==> config.mk <==
export PLATFORM = sky130hd
export DESIGN_NAME = cal_plateau_sequencer
export DESIGN_NICKNAME = d
export VERILOG_FILES = /design/src/rtl/cbt_cal_pkg.sv /design/src/rtl/cal_plateau_sequencer.sv
export SDC_FILE = /design/constraint.sdc
export NUM_CORES = 1
export LEC_CHECK = 0
export ABC_AREA = 1
export ABC_CLOCK_PERIOD_IN_PS = 2900
export CORE_ASPECT_RATIO = 0.8
export CORE_MARGIN = 2
export CORE_UTILIZATION = 51
export DETAILED_ROUTE_END_ITERATION = 10
export PLACE_DENSITY = 0.81
export SLEW_MARGIN = 30
export SYNTH_ARGS = -nofsm -noshare
export SYNTH_HDL_FRONTEND = slang
export SYNTH_SLANG_ARGS = --single-unit
==> constraint.sdc <==
create_clock -name CLK -period 2.9 [get_ports CLK]
set_clock_uncertainty 0.15 [all_clocks]
set_input_delay 0.435 -clock CLK [delete_from_list [all_inputs] [get_ports CLK]]
set_output_delay 0.435 -clock CLK [all_outputs]
set_load 0.1 [all_outputs]
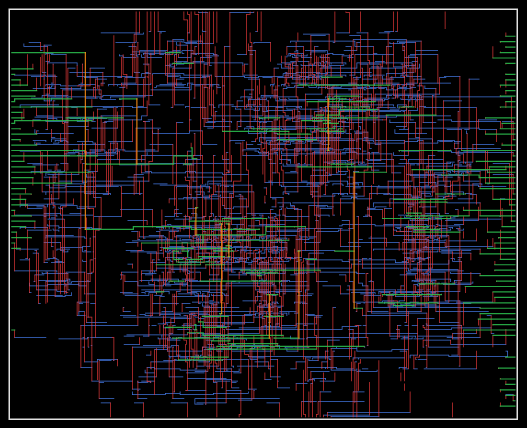
Figure 1: metal layers overlaid.
(4 px per µm)
legend:
  metal 4:
    colour: orange
    wire_length: 178 µm
  metal 2:
    colour: red
    wire_length: 6410 µm
  metal 3:
    colour: green
    wire_length: 1470 µm
  metal 1:
    colour: blue
    wire_length: 6230 µm
total track usage: 22.8%
routed length per instance: 14.5 µm
DR vias: 5154
final wirelength: 14300 µm

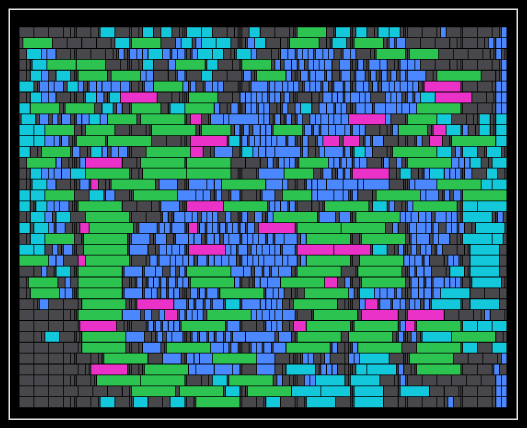
Figure 2: cell classes on the final placement.
(4 px per µm) Fill, decap, tap and diode cells in grey.
legend:
  clock drivers and dummy loads:
    colour: magenta
    cells: 32
  combinational and other logic:
    colour: blue
    cells: 563
  sequential cells:
    colour: green
    cells: 116
  remaining buffers and delay cells:
    colour: cyan
    cells: 124
Core ar.: 11600 µm²
flop share of the area: 38.7%
Design Area, Final: 8020 µm²
Layout Utilization: 69.1%
row cnt: 35

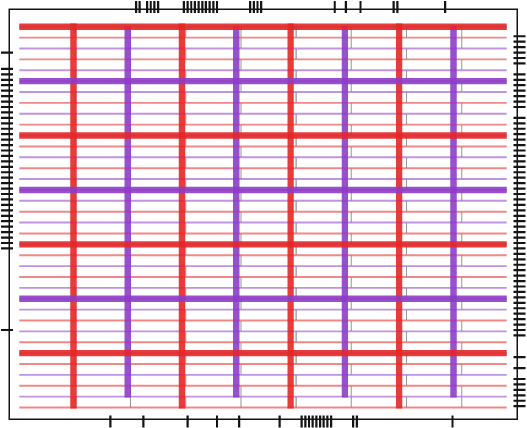
Figure 3: PDN straps and rails.
(4 px per µm) Pins as bars on the die edge. Tap cells in grey.
legend:
  VSS:
    colour: red
  VDD:
    colour: purple
met4 straps: 8
met1 rails: 36
signal pins: 142
rows: 35
peak supply drop: 0.000428 V
die width: 127 µm
die height: 102 µm

==> run notes <==
run metrics: starting density of the core approximately 53%, cts bufs inserted 17, power in the clock group roughly 1900 µW, Largest delay share family, worst path simple AND/OR/NAND/NOR gates, XORs/XNORs by Area about 2.3%, Setup Crit Path Kind reg -> out, Setup TNS Final 0 ns, share of layout cells above drive strength 1 between 10% and 20%, Psw approximately 2300 µW, Crit Path Max Fanout 15, total gr overflow 0, met2 wire len around 6400 µm, met1 wire length 6230 µm, sequential power share 34.2%, Tool Warnings 27, ant diodes 0, postcts setup bufs 0, status finished, final reports clean, FFs w/ async S/R, synth 0%, I/O Buffers roughly 120, Signal buf overhead between 10% and 20%, Post-DP Area ~7500 µm², met1 Use GR about 30%, Non-clk bufs ~120, Clock H-tree levels 4, fin crit period around 2.6 ns, post-route worst setup slack around 0.25 ns, Cells after Synth approximately 700, grt met2 use between 30% and 40%, Pins Over Slew Limit 0, Placement Setup Slack approximately 0.52 ns, cts hold-fix bufs 0, Initial DRC Count 471, Gate Area approximately 2600 µm², maximum root-to-sink buffer count 2, clk_lat worst skew ~0.4 ns, r2r setup slk around 0.55 ns, tap cell count ~150, Yosys top cell by instances nand2_1, Final ANT Viol Nets 0, register share after synthesis between 50% and 60%, data arrival time of the worst path approximately 2.1 ns, power share of the clock group about a third, RSZ-0062 raised after global routing no, Pre-antenna DRT Iters 8, Adder Area Share around 4.6%, syn avg cell area ~8.8 µm², Ports ~140, Unique masters post-synth approximately 40, crit path cell chain ha_2 > nor2_1 > nor2_1 > nor2_1 > nand2_2 > nand2_1 > buf_12, met3 Track Usage GR 6.70%, WHS Path Cells 2, most numerous logic cells after layout nand2_1 (171), nor2_1 (80), edfxtp_1 (78), Area growth syn-to-layout 30.8%, TritonCTS clock tree done, largest class registers, Comb gates about 500, global route hottest layer met2, Crit path largest cell delay between 0.4 and 0.5 ns, initial antenna violation count 0, number of global-route vias before repair around 5000, Die Size roughly 13000 µm², cell area after synthesis between 6000 and 7000 µm², max FFs per register 24, combinational share of cell area roughly a third, Reg clk slew, reported paths ~0.060 ns, crit path DRT about 2.3 ns, CTS Sinks about 120, Root Driver clkbuf_16, routability-driven placement congestion ratio 0.930, Top pwr grp sequential cells, Signal inverters between 60 and 70, DR vias/cell 5.24, FFs & Latches roughly 120, clkbuf count 17, actual slew at the worst max-slew pin just over 0.8 ns, Synth Register Bits around 120, area fraction in mux cells 0%, Tcrit/Tclk final 91.3%
Power and IR drop assume default switching activity.
